Figure 1. Supply network.
Drawn at 2 px/um. Pins as bars on the die edge.
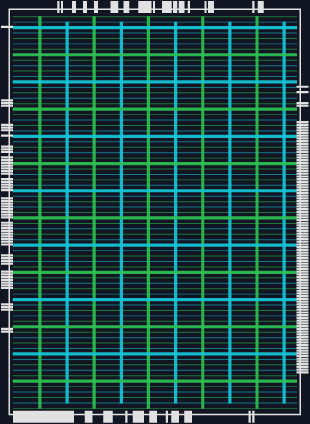
Figure 2. Placed cells, one colour a class.
Drawn at 1.5 px/um. Fill, decap, tap and diode cells in grey.
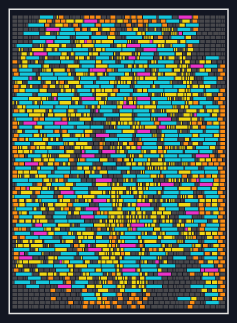
Figure 3. Routed clock nets over the placement.
Drawn at 3 px/um.
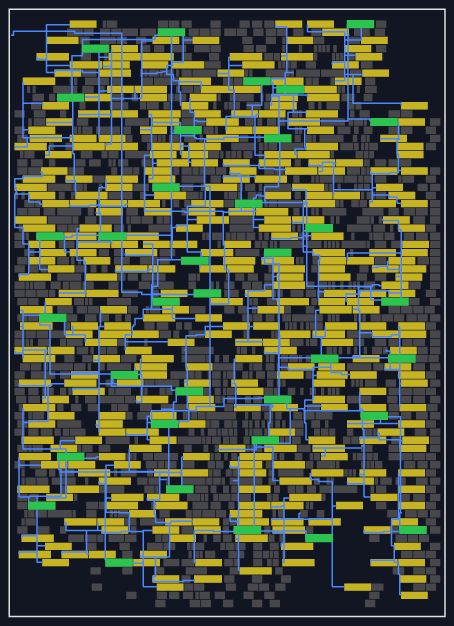
Figure 4. Metal layers overlaid.
Drawn at 2 px/um. Only two layers are drawn.
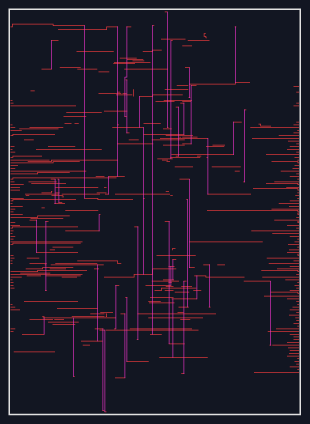
Figure 5. Placement view.
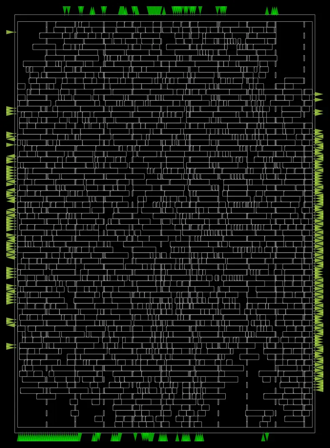
==> config.mk <==
export PLATFORM = sky130hd
export DESIGN_NAME = ls_queue
export DESIGN_NICKNAME = d
export VERILOG_FILES = /design/src/rtl/ls_queue.sv
export SDC_FILE = /design/constraint.sdc
export NUM_CORES = 1
export LEC_CHECK = 0
export CAP_MARGIN = 10
export CORE_ASPECT_RATIO = 1.4
export CORE_UTILIZATION = 58
export CTS_CLUSTER_SIZE = 28
export DETAILED_ROUTE_END_ITERATION = 10
export HOLD_SLACK_MARGIN = 0.06
export PLACE_DENSITY = 0.85
export SLEW_MARGIN = 20
export SYNTH_ARGS = -nofsm -noshare
export SYNTH_HDL_FRONTEND = slang
export SYNTH_SLANG_ARGS = --single-unit
==> constraint.sdc <==
create_clock -name clk -period 13 [get_ports clk]
set_input_delay 2.6 -clock clk [delete_from_list [all_inputs] [get_ports clk]]
set_output_delay 2.6 -clock clk [all_outputs]
set_load 0.03 [all_outputs]
==> src/rtl/ls_queue.sv <==
// In-order load/store queue: snoops the CDB for pending operands and feeds the
// head op to data memory (store write/finish handshake, combinational load read).
module ls_queue #(
    parameter int unsigned DEPTH  = 4,
    parameter int unsigned TAG_W  = 4,
    parameter int unsigned ADDR_W = 9
) (
    input  logic                     clk,
    input  logic                     rst,
    input  logic                     iss_valid,
    output logic                     iss_ready,
    input  logic                     iss_is_store,
    input  logic [31:0]              iss_base,
    input  logic [TAG_W-1:0]         iss_base_tag,
    input  logic [31:0]              iss_data,
    input  logic [TAG_W-1:0]         iss_data_tag,
    input  logic [15:0]              iss_offset,
    input  logic [TAG_W-1:0]         iss_tag,
    input  logic                     cdb_valid,
    input  logic [TAG_W-1:0]         cdb_tag,
    input  logic [31:0]              cdb_data,
    output logic                     mem_wena,
    output logic [ADDR_W-1:0]        mem_addrS,
    output logic [31:0]              mem_wdata,
    output logic [ADDR_W-1:0]        mem_addrL,
    input  logic [31:0]              mem_rdata,
    input  logic                     mem_fns,
    output logic                     out_valid,
    output logic [TAG_W-1:0]         out_tag,
    output logic [31:0]              out_data,
    input  logic                     out_grant,
    output logic [$clog2(DEPTH):0]   count
);
    localparam int unsigned PTR_W = $clog2(DEPTH);
    localparam int unsigned CNT_W = $clog2(DEPTH) + 1;

    typedef struct packed {
        logic             valid;
        logic             is_store;
        logic [31:0]      base;
        logic [TAG_W-1:0] base_tag;
        logic [31:0]      data;
        logic [TAG_W-1:0] data_tag;
        logic [15:0]      offset;
        logic [TAG_W-1:0] tag;
    } entry_t;

    typedef enum logic [2:0] {IDLE, ST_WR, ST_WAIT, LD_RD, LD_OUT} state_t;

    entry_t            q [DEPTH];
    entry_t            head_e;
    entry_t            push_e;
    logic [PTR_W-1:0]  head, tail;
    state_t            state, state_nxt;
    logic              head_rdy, push, pop;
    logic [ADDR_W-1:0] ea_addr;
    logic [CNT_W-1:0]  count_nxt;

    logic              wena_nxt, ov_nxt;
    logic [ADDR_W-1:0] addrs_nxt, addrl_nxt;
    logic [31:0]       wdata_nxt, odata_nxt;
    logic [TAG_W-1:0]  otag_nxt;

    // Head decode and effective address (word index, upper EA bits dropped)
    always_comb begin
        head_e   = q[head];
        head_rdy = head_e.valid && (head_e.base_tag == '0)
                   && (!head_e.is_store || (head_e.data_tag == '0));
        ea_addr  = ADDR_W'(head_e.base + {{16{head_e.offset[15]}}, head_e.offset});
    end

    // Incoming entry, with same-cycle CDB bypass on either operand
    always_comb begin
        push      = iss_valid && iss_ready;
        count_nxt = count + CNT_W'(push) - CNT_W'(pop);
        push_e.valid    = 1'b1;
        push_e.is_store = iss_is_store;
        push_e.base     = iss_base;
        push_e.base_tag = iss_base_tag;
        push_e.data     = iss_data;
        push_e.data_tag = iss_data_tag;
        push_e.offset   = iss_offset;
        push_e.tag      = iss_tag;
        if (cdb_valid && (iss_base_tag != '0) && (iss_base_tag == cdb_tag)) begin
            push_e.base     = cdb_data;
            push_e.base_tag = '0;
        end
        if (cdb_valid && (iss_data_tag != '0) && (iss_data_tag == cdb_tag)) begin
            push_e.data     = cdb_data;
            push_e.data_tag = '0;
        end
    end

    // Queue storage, pointers, occupancy
    always_ff @(posedge clk or posedge rst) begin
        if (rst) begin
            head      <= '0;
            tail      <= '0;
            count     <= '0;
            iss_ready <= 1'b1;
            for (int i = 0; i < DEPTH; i++) q[PTR_W'(i)] <= '0;
        end else begin
            for (int i = 0; i < DEPTH; i++) begin
                if (q[PTR_W'(i)].valid && cdb_valid) begin
                    if ((q[PTR_W'(i)].base_tag != '0) && (q[PTR_W'(i)].base_tag == cdb_tag)) begin
                        q[PTR_W'(i)].base     <= cdb_data;
                        q[PTR_W'(i)].base_tag <= '0;
                    end
                    if ((q[PTR_W'(i)].data_tag != '0) && (q[PTR_W'(i)].data_tag == cdb_tag)) begin
                        q[PTR_W'(i)].data     <= cdb_data;
                        q[PTR_W'(i)].data_tag <= '0;
                    end
                end
            end
            if (pop) begin
                q[head].valid <= 1'b0;
                head          <= head + PTR_W'(1);
            end
            if (push) begin
                q[tail] <= push_e;
                tail    <= tail + PTR_W'(1);
            end
            count     <= count_nxt;
            iss_ready <= (count_nxt != CNT_W'(DEPTH));
        end
    end

    always_ff @(posedge clk or posedge rst) begin
        if (rst) state <= IDLE;
        else     state <= state_nxt;
    end

    always_comb begin
        state_nxt = state;
        case (state)
            IDLE:    if (head_rdy) state_nxt = head_e.is_store ? ST_WR : LD_RD;
            ST_WR:   state_nxt = ST_WAIT;
            ST_WAIT: if (mem_fns) state_nxt = IDLE;
            LD_RD:   state_nxt = LD_OUT;
            LD_OUT:  if (out_grant) state_nxt = IDLE;
            default: state_nxt = IDLE;
        endcase
    end

    // Next values of the registered memory/result outputs, plus head pop
    always_comb begin
        wena_nxt  = 1'b0;
        addrs_nxt = mem_addrS;
        wdata_nxt = mem_wdata;
        addrl_nxt = mem_addrL;
        ov_nxt    = out_valid;
        otag_nxt  = out_tag;
        odata_nxt = out_data;
        pop       = 1'b0;
        case (state)
            IDLE: begin
                if (head_rdy && head_e.is_store) begin
                    wena_nxt  = 1'b1;
                    addrs_nxt = ea_addr;
                    wdata_nxt = head_e.data;
                end else if (head_rdy) begin
                    addrl_nxt = ea_addr;
                end
            end
            ST_WAIT: pop = mem_fns;
            LD_RD: begin
                ov_nxt    = 1'b1;
                otag_nxt  = head_e.tag;
                odata_nxt = mem_rdata;
            end
            LD_OUT: begin
                if (out_grant) begin
                    pop    = 1'b1;
                    ov_nxt = 1'b0;
                end
            end
            default: ;
        endcase
    end

    always_ff @(posedge clk or posedge rst) begin
        if (rst) begin
            mem_wena  <= 1'b0;
            mem_addrS <= '0;
            mem_wdata <= '0;
            mem_addrL <= '0;
            out_valid <= 1'b0;
            out_tag   <= '0;
            out_data  <= '0;
        end else begin
            mem_wena  <= wena_nxt;
            mem_addrS <= addrs_nxt;
            mem_wdata <= wdata_nxt;
            mem_addrL <= addrl_nxt;
            out_valid <= ov_nxt;
            out_tag   <= otag_nxt;
            out_data  <= odata_nxt;
        end
    end

endmodule

==> notes.md <==
Numbers from the implementation run.

The worst hold margin is 0.476 ns. The number of warnings the tools reported is 64. For the final routed database, the setup TNS stands at 0 ns. The category of the worst setup path capture point is a flop.

The worst min-delay path category is reg2reg. Before placement the cells fill 59.5% of the core. The finished cells cover 20,400 sq um.

The critical path arrival is 5.33 ns. According to the I/O placement log, the pin count is 259. Before any placement, the netlist area is recorded as 16,600 sq um. The area taken by multi-input combinational cells is reported as 6690 sq um. STA shows the worst reg2reg path with a cell count of 8.

The run finished with clean final reports. In the Yosys stats the netlist draws on 58 distinct library cells. The achievable clock frequency is 0.204 GHz. The launching element type of the critical path is a primary input.

Sequential cells make up 46.8% of the cell area. The final count of pins violating max slew is 0. The inverter count is 25. The number of instances in the synthesized netlist is 1,244.

Per the OpenROAD floorplan log, the height of the die is 202 um. The cell group occupying the most layout area is sequential cells. The smallest clock period supported by the final layout is computed as 4.91 ns.

The number of placement rows is 72. Buffers placed on the I/O ports in this run total 228. The share of flip-flops with an asynchronous set or reset after synthesis is 63.9%. The number of warnings printed during yosys synthesis is 0.

The data required time at the worst endpoint is 13.42 ns. Per report_power, the top consumer among the power groups is combinational cells. After the last flow step, the layout net total stands at 1,638. The post-detailed-route DRC marker count is 0. The share of cells above drive strength 1 is 20.5%. In the log, the iteration count for the first detailed-route pass is 5. The HPWL after detailed placement is 26,100 um.

Ranking logic cells in the layout by count gives the top entries clkdlybuf4s50_1 (228), dfrtp_1 (224), nand2_1 (128), edfxtp_1 (128), nor2_1 (97). Hold analysis shows the worst path with a depth of 2. The chip area in the Yosys report is 16,600 sq um. Per Yosys stat, the portion of area used by sequential elements is 57.5%. The number of failing hold endpoints at the final stage is 0. The global routing report lists combined usage of all routing layers as 29.4%.

Between the synthesized netlist and the finished layout, the area growth was recorded as 23.0%. Prior to clock tree synthesis, the placed netlist has a worst setup slack of 7.63 ns. The detail route stage leaves a number of antenna-violating nets equal to 0. The number of global-route vias before repair is 12,200. The pin closest to its max-slew limit shows a slew of 1.10 ns. The switching part of the total is 35.4%. The worst max-slew margin expressed relative to the limit is 26.0%.

The die span in x is 145 um. The critical path maximum fanout is 11. The peak supply drop is 0.000165 V. The number of enable-type register cells in the synthesized netlist is 128.

The CTS root buffer is clkbuf_16. The yosys stat cell total is 1,244. The most used flip-flop cell after synthesis is dfrtp_1. The number of antenna violations at the first check in global routing is 1. The total power is 4.85 mW. In the final layout, multi-input gates take up 32.8% of the cell area. In this run, the combinational gates consume 42.8% of the power. Dividing the detail-routed via count by the number of cells gives 6.10. The total congestion overflow after global routing is 0. The layout buffering overhead excluding clock cells is 11.9%.

The total of flip-flops plus latches after synthesis is 355. The number of max-cap violations is 0. Synthesis produced a netlist with a net count of 1,431. The final-layout clock-cell area share is 5.63%.

The H-tree level count is 2. The top cell type in the final layout, fill and taps aside, is clkdlybuf4s50_1. Post-CTS timing repair inserted 0 buffers for setup.

The portion of synthesized cell area occupied by the leading cell type is 34.2%. The mean instance size in the synthesized netlist is 13.3 sq um. The area of placed instances is 19,200 sq um.

The relative contribution of sequential cells to total power is 36.2%. The final sequential cell count is 355. The main area contributors are dfrtp_1 (34%), edfxtp_1 (23%), mux4_2 (7.3%). The final weighted congestion in routability-driven placement is 0.859. The report lists the power per cell area as 238 nW/um^2. The analysis attributes to cell leakage a power of 8.50 nW.
About Figure 1:
| colour | net |
|---|---|
| cyan | VDD |
| green | VSS |
rows: 72
signal pins: 259
met4 straps: 10
met5 straps: 14

About Figure 2:
| colour | class | cells | share of their area |
|---|---|---|---|
| magenta | clock drivers and dummy loads | 63 | 5.8% |
| orange | other buffers and delay cells | 248 | 12% |
| yellow | all other logic | 811 | 34% |
| cyan | flip-flops | 355 | 48% |

About Figure 3:
[yellow] flip-flops | count: 355
[blue] clock wires | length: 4,130 um
[green] cells driving clock nets | count: 35
routed clock nets: 36
flops lie: widely spread
clock group share of total power: 20.9%
worst-skew pair later-pin latency: 0.52 ns
Layout Skew: 0.0139 ns
total clock network power: 1.01 mW

About Figure 4:
| colour | layer | wire length |
|---|---|---|
| magenta | met4 | 1,510 um |
| red | met3 | 3,190 um |
total routed wirelength: 41,800 um
Avg WL per Cell: 22.6 um
number of vias after detailed routing: 11,300

About Figure 5:
fill cell total of the finished layout: 1,786
core utilization of the finished layout: 73.2%
Final Non-Filler Cells: 1,848
placeable core region: 27,800 sq um
tapcells inserted: 370

[registers in the layout, summed over array words and instances (netlist names), 3 cells and up]
signal     count
out_data      32
mem_addrS      9
state          3
mem_addrL      9
count          3
out_tag        4
q            256
mem_wdata     32
[critical path, cell delays in order]
cell             delay [ns]
clkdlybuf4s50_1        0.69
or3_1                  0.51
a21oi_2                0.71
mux2i_1                0.50
o21ai_0                0.32
[logic make-up (layout without fill, tap and decap cells)]
| family | count (synthesis) | after routing | synth area share (%) |
|---|---|---|---|
| DFF | 355 | 355 | 57.5 |
| AOI/OAI and AO/OA | 158 | 158 | 8.25 |
| adders and majority gates | 20 | 20 | 1.60 |
| muxes | 188 | 188 | 16.8 |
| and+or+nand+nor | 388 | 388 | 11.4 |
| other | 0 | 1 | 0 |
| buffers and inverters | 103 | 336 | 2.67 |
| xor gates and xnor gates | 32 | 32 | 1.69 |
[final timing paths]
check                           startpoint            to  slack (ns)
worst min register to register      q[282]        q[282]        0.48
max in group asynchronous              rst        q[323]        8.50
worst max-delay path            cdb_tag[1]        q[255]        8.09
worst min-delay path                q[282]        q[282]        0.48
worst max register to register     head[0]  mem_addrS[7]        9.24
min in group asynchronous              rst  mem_wdata[7]        3.00
[synthesized netlist by cell type, types with 16 or more instances]
cell type	number
mux2_4	32
clkbuf_1	46
nand2b_1	66
buf_2	20
ha_1	18
and3_1	19
nor2_1	99
nand2_1	128
a32oi_1	18
inv_1	25
o21ai_0	26
xnor2_1	18
mux2i_1	48
mux2_2	54
o221a_2	64
mux4_2	54
o22ai_1	16
and2_1	30
dfrtp_1	226
edfxtp_1	128
[routing by layer]
metal  wire length [um]  GRT usage, %  share of wire, %
met5                  0             0                 0
met4               1510          13.5               3.6
met1              15000          32.5                36
met3               3190          5.73               7.6
met2              22100          53.6                53
Power is estimated from default activity; no workload was simulated.
